==> run_1/density.png <==
Drawn at 4 px/um. 5 x 7 tiles, from dark blue (low) to red (high), 0 to 100% covered.
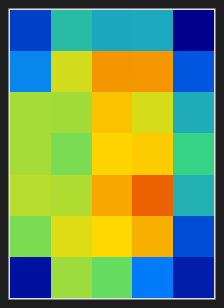
==> run_1/final_placement.png <==
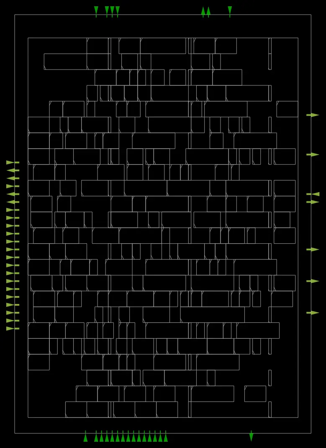
==> run_1/port_nets.png <==
Drawn at 4 px/um.
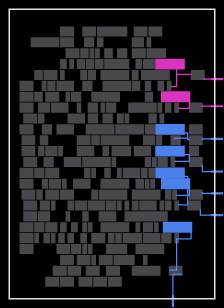
==> config.mk <==
export PLATFORM = sky130hd
export DESIGN_NAME = add_arbiter
export DESIGN_NICKNAME = d
export VERILOG_FILES = /design/src/rtl/add_arbiter.sv
export SDC_FILE = /design/constraint.sdc
export NUM_CORES = 1
export LEC_CHECK = 0
export CAP_MARGIN = 5
export CORE_AREA = 2 2 49 70
export CTS_CLUSTER_DIAMETER = 200
export DETAILED_ROUTE_END_ITERATION = 16
export DIE_AREA = 0 0 51 72
export HOLD_SLACK_MARGIN = 0.05
export PLACE_DENSITY = 0.82
export SLEW_MARGIN = 15
export SYNTH_ARGS = -nofsm -noshare
export SYNTH_HDL_FRONTEND = slang
export SYNTH_SLANG_ARGS = --single-unit
==> constraint.sdc <==
create_clock -name clk -period 5 [get_ports clk]
set_input_delay 0.75 -clock clk [delete_from_list [all_inputs] [get_ports clk]]
set_output_delay 0.75 -clock clk [all_outputs]
set_load 0.01 [all_outputs]
==> results_dict.tcl, run 1 <==
# implementation run metrics
set metrics [dict create \
    outcome "completed" \
    lay_top_cells "clkdlybuf4s50_1 (51), a21oi_1 (22), dfxtp_1 (22)" \
    cts_root_buffer "clkbuf_8" \
    synth.distinct_cells 33 \
    synth_flops 22 \
    warning_count 29 \
    edf_count 0 \
    slew_headroom_pct 58.7 \
    area_delta_synth_final_pct 42.6 \
    dominantRegCellSynth "dfxtp_1" \
    rsz0062_at_grt "false" \
    critPathRequiredTime_ns 4.25 \
    yosys_area_mm2 0.00139 \
    ant_nets 0 \
    maxCapViolCount 0 \
    p_per_area_mw_per_mm2 320 \
    top_area_share_pct 31.8 \
    track_usage_pct 18.3 \
    synth_async_sr_flop_share_pct 0 \
    antenna_found_initial 0 \
    drtPass1Iterations 4 \
    grt.overflow.total 0 \
    setup_ws_ns 0.981 \
    gp_congestion 0.819 \
    final-seq-area_um2 440 \
    nets 264 \
    finalHoldViolCount 0 \
    multiInputGateArea_um2 831 \
    slew_violations 0 \
    fin_crit_ns 4.02 \
    yosysTopAreaCell "dfxtp_1" \
    syn_inst 169 \
    r2r_setup_slack_ns 2.54 \
    lay_top_count "clkdlybuf4s50_1" \
    initCoreUtil_pct 45.7 \
    setup_viol 0 \
    clk_latency_ns 0.27 \
    grt_pass1_vias 1276 \
    hold_buffers 0 \
    fin_crit_sh_pct 80.4 \
    endpoint_kind "output port" \
    vias 1328 \
    crit_chain "clkdlybuf4s50_1 > nand2b_1 > a21oi_1 > a211oi_1 > inv_1 > ha_1 > and2_1 > clkdlybuf4s50_1" \
    fin_tns_setup_ns 0 \
    yosys-stat-cells 169 \
    drive_gt1_share_pct 8.84 \
    power_mw 0.633 \
    largest_reg_flops 5 \
    ys_top_cells_by_area "dfxtp_1 (32%), a21oi_1 (7.9%), ha_1 (7.2%)" \
    first_iter_violations 22 \
    min_path_cells 2 \
    grt_first_pass_wirelength_mm 5.30 \
    max_stage_delay_ns 0.54 \
    dieHeight_um 72 \
    htreeDepth 1 \
    cts_tree "yes" \
    path_common_cell "clkdlybuf4s50_1" \
    synth_area_mm2 0.00139 \
    cts_resized 0 \
]
Notes on density.png above:
nearly empty tiles = 2.9%
fullest tile = 89%
tiles over 75% full = 26%
Core Footprint: 0.00303 mm^2
fin util: 65.2%

Notes on final_placement.png above:
fraction of area in registers: 22.3%
Post-Layout Cell Count: 254

Notes on port_nets.png above:
magenta -> `res_id`  # bits 2, direction output, edge right, end cells 2, wire 21.4 um
blue -> `res_data`  # bits 5, direction output, edge 4 right, 1 bottom, end cells 5, wire 66.6 um
Ports: 52
port bufs: 51

## run 1: power by group
group	internal [mW]	switching [mW]
logic	0.124	0.122
registers	0.202	0.0170
clock network	0.107	0.0608
## run 1: tightest hold or removal path: cells and delay by family, from the launching register on
family	cells	cell delay [ns]
AND-OR/OR-AND	1	0.05
flip-flops	1	0.31
AND/OR/NAND/NOR	1	0.05
## run 1: layer usage
layer	global-route usage, %	up-vias	part of all wire, %
met5	0	-	0
met3	1.03	7	3.6
li1	-	687	-
met1	20.7	590	42
met4	10.8	0	2.9
met2	33.2	44	51
## run 1: area by class of cell
class,count,area share [%]
clock inverters,1,1.52
inverters,16,3.04
flip-flops and latches,22,22.3
clock buffers,3,2.09
well taps,39,2.47
multi-input cells,120,42.0
repair buffers,53,26.6
## run 1: cells by family (layout without fill, tap and decap cells)
| family | after synthesis | count (layout) | synth area share, % |
|---|---|---|---|
| AND/OR/NAND/NOR | 59 | 59 | 22.8 |
| buffers and inverters | 27 | 73 | 8.30 |
| adder cells (fa/ha/maj) | 9 | 9 | 8.66 |
| AND-OR/OR-AND | 52 | 52 | 28.4 |
| flip-flops | 22 | 22 | 31.8 |
## run 1: cell usage after synthesis (2+ instances only)
library cell	number
a21oi_1	22
a221oi_1	6
nor2_1	11
o21ai_0	4
and2_1	4
a21o_1	3
nand2b_1	3
nand3b_1	8
inv_1	16
nor3_1	7
buf_2	2
dfxtp_1	22
nand2_1	14
a211oi_2	5
o22ai_1	2
nor2b_1	4
a211oi_1	5
ha_1	8
nor2_2	2
clkbuf_1	7
a221oi_2	2
## run 1: per-stage QoR
stage	util, %	cell area [um^2]
detailed placement	62.8	1910
global placement	62.8	1910
CTS	65.2	1980
floorplan	-	1390
finish	65.2	1980
global route	65.2	1980
==> run_1/cell_classes.png <==
Drawn at 4 px/um.
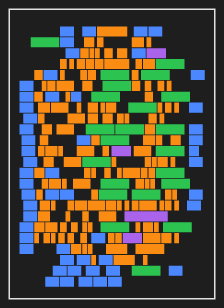

## Run 2: what changed since run 1
CORE_AREA = 2 2 51 72   (was 2 2 49 70)
DIE_AREA = 0 0 53 74   (was 0 0 51 72)
PLACE_DENSITY = 0.77   (was 0.82)
clock period = 4 ns   (was 5 ns; I/O delays follow)
==> run_2/cell_classes.png <==
Drawn at 4 px/um.
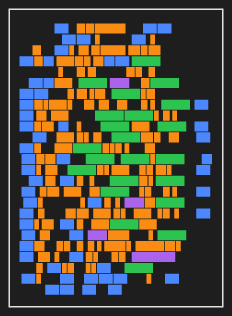
orange -> all other logic  # cells 136, share of their area 46%
green -> flip-flops  # cells 22, share of their area 23%
blue -> other buffers and delay cells  # cells 56, share of their area 28%
purple -> clock drivers and dummy loads  # cells 4, share of their area 3.7%
Final Cell Area: 0.00200 mm^2
fin util: 60.9%

==> run_2/final_placement.png <==
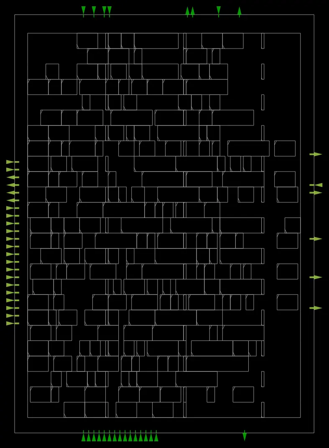
site row count: 25
Core Footprint: 0.00328 mm^2

==> run_2/met1.png <==
Drawn at 6 px/um. Supply wires on this layer in grey. Cells faint in the background.
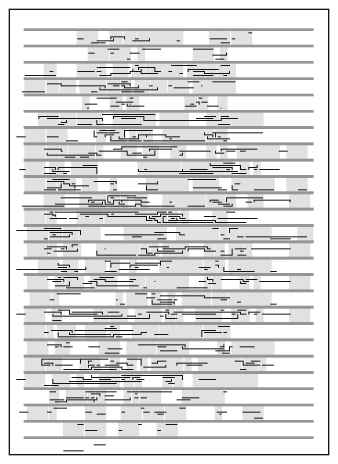
main direction = horizontal
wire length on this layer = 1,270 um
share of all routed wire = 42%
nets with wire on the layer = 230
routed vias: 1,332
Post-Route WL: 3.06 mm
met1 GRT Util: 20.2%

==> results_dict.tcl, run 2 <==
# implementation run metrics
set metrics [dict create \
    outcome "completed" \
    cts_root_buffer "clkbuf_8" \
    syn_inst 169 \
    synth.distinct_cells 33 \
    rsz0062_at_grt "false" \
    yosysTopAreaCell "dfxtp_1" \
    multiInputGateArea_um2 831 \
    htreeDepth 1 \
    drive_gt1_share_pct 10.1 \
    die_area_mm2 0.00392 \
    pre_cts_slack_ns 0.685 \
    worst_pin_slew_ns 0.466 \
    top_area_share_pct 31.8 \
    ys_warn_count 0 \
    gp_congestion 0.758 \
    fp_nets 217 \
    yosys-stat-cells 169 \
    clock-sinks 22 \
    postCtsSetupRepairBufs 0 \
    largest_reg_flops 5 \
    place_inst 254 \
    edf_count 0 \
    antenna_cells 0 \
    hold_buffers 0 \
    first_iter_violations 28 \
    cts_resized 0 \
    grt.overflow.total 0 \
    area_delta_synth_final_pct 44.3 \
    initCoreUtil_pct 42.2 \
    min_path_cells 2 \
    antenna_found_initial 0 \
    synth_async_sr_flop_share_pct 0 \
    ys_top_cells_by_area "dfxtp_1 (32%), a21oi_1 (7.9%), ha_1 (7.2%)" \
    fin_tns_setup_ns 0 \
    grt_pass1_vias 1283 \
    fin_crit_sh_pct 83.2 \
    dp.final_hpwl_mm 2.46 \
    yosys_area_mm2 0.00139 \
    clk_pin_slew_ns 0.07 \
    track_usage_pct 17.6 \
    grt_max_degree 26 \
    final_cell_count_no_fill 258 \
    hp-class "flop to flop" \
    p_leak_nw 0.803 \
    final-seq-area_um2 440 \
    rr_worst_depth 9 \
    p_per_area_mw_per_mm2 398 \
    critical_path_arrival_ns 2.73 \
    port_buffers 51 \
    finalHoldViolCount 0 \
    r2r_setup_slack_ns 1.86 \
    cts_tree "yes" \
    max_freq_ghz 0.300 \
    num_io_pins 52 \
    lay_top_cells "clkdlybuf4s50_1 (51), a21oi_1 (22), dfxtp_1 (22)" \
    lay_top_count "clkdlybuf4s50_1" \
    warning_count 29 \
    setup_ws_ns 0.671 \
    fin_crit_ns 3.33 \
    critPathKind "primary input to output port" \
    dominantRegCellSynth "dfxtp_1" \
    dpl_cell_area_mm2 0.00193 \
    nFillCells 299 \
    synth_seq_share_pct 31.8 \
    ant_nets 0 \
    cts_max_path_buffers 2 \
    dieHeight_um 74 \
    irDropWorstVdd_mv 0.232 \
    endpoint_kind "output port" \
    drtPass1Iterations 4 \
    grt_first_pass_wirelength_mm 5.33 \
    power_mw 0.797 \
    skew_ns 0.00622 \
    ys_top_cells_by_count "a21oi_1 (22), dfxtp_1 (22), inv_1 (16)" \
    setup_viol 0 \
    worstSetupStartpointType "primary input" \
    synth_area_mm2 0.00139 \
    nets 267 \
    slew_violations 0 \
    fin_hold_ws_ns 0.453 \
    post_drt_wl_per_cell_um 11.9 \
    synth_flops 22 \
    cp_max_fo 9 \
    slew_headroom_pct 68.9 \
    maxCapViolCount 0 \
    clk_latency_ns 0.27 \
    vias_per_cell 5.16 \
    die_w_um 53 \
    critPathRequiredTime_ns 3.40 \
    syn_avg_cell_area_um2 8.20 \
]
==> run 2: kinds of logic (layout without fill, tap and decap cells) <==
family	count (synthesis)	in the layout	synth area share, %
adders and majority gates	9	9	8.66
and+or+nand+nor	59	59	22.8
buffers and inverters	27	76	8.30
DFF	22	22	31.8
AOI/OAI and AO/OA	52	52	28.4
==> run 2: metal layers <==
metal	vias up	wire length [um]	share of wire [%]	global-route usage, %
met2	39	1610	53	31.9
met5	-	0	0	0
met4	0	74	2.4	8.55
met3	7	105	3.4	1.61
met1	593	1270	42	20.2
li1	693	-	-	-
==> run 2: report_power, final <==
part	switching (mW)	internal (mW)	leakage [nW]
Sequential	0.0215	0.253	0.181
Combinational	0.155	0.161	0.586
Clock	0.0727	0.134	0.0357
Total	0.249	0.548	0.803
==> run 2: cell type report <==
cell class / count / area share [%]
clock buffer: 3 / 2.06
clock inverter: 1 / 1.50
inverter: 16 / 3.00
multi-input combinational: 120 / 41.5
sequential: 22 / 22.0
tap: 40 / 2.50
timing repair buffer: 56 / 27.4
==> run 2: worst max-delay path, stage by stage <==
cell	delay, ns
clkdlybuf4s50_1	0.50
nand2b_1	0.08
nor2b_1	0.13
o22ai_1	0.30
ha_1	0.41
and2_1	0.18
clkdlybuf4s50_1	0.54
No activity file was given, so power comes from the tool's default toggle rates.
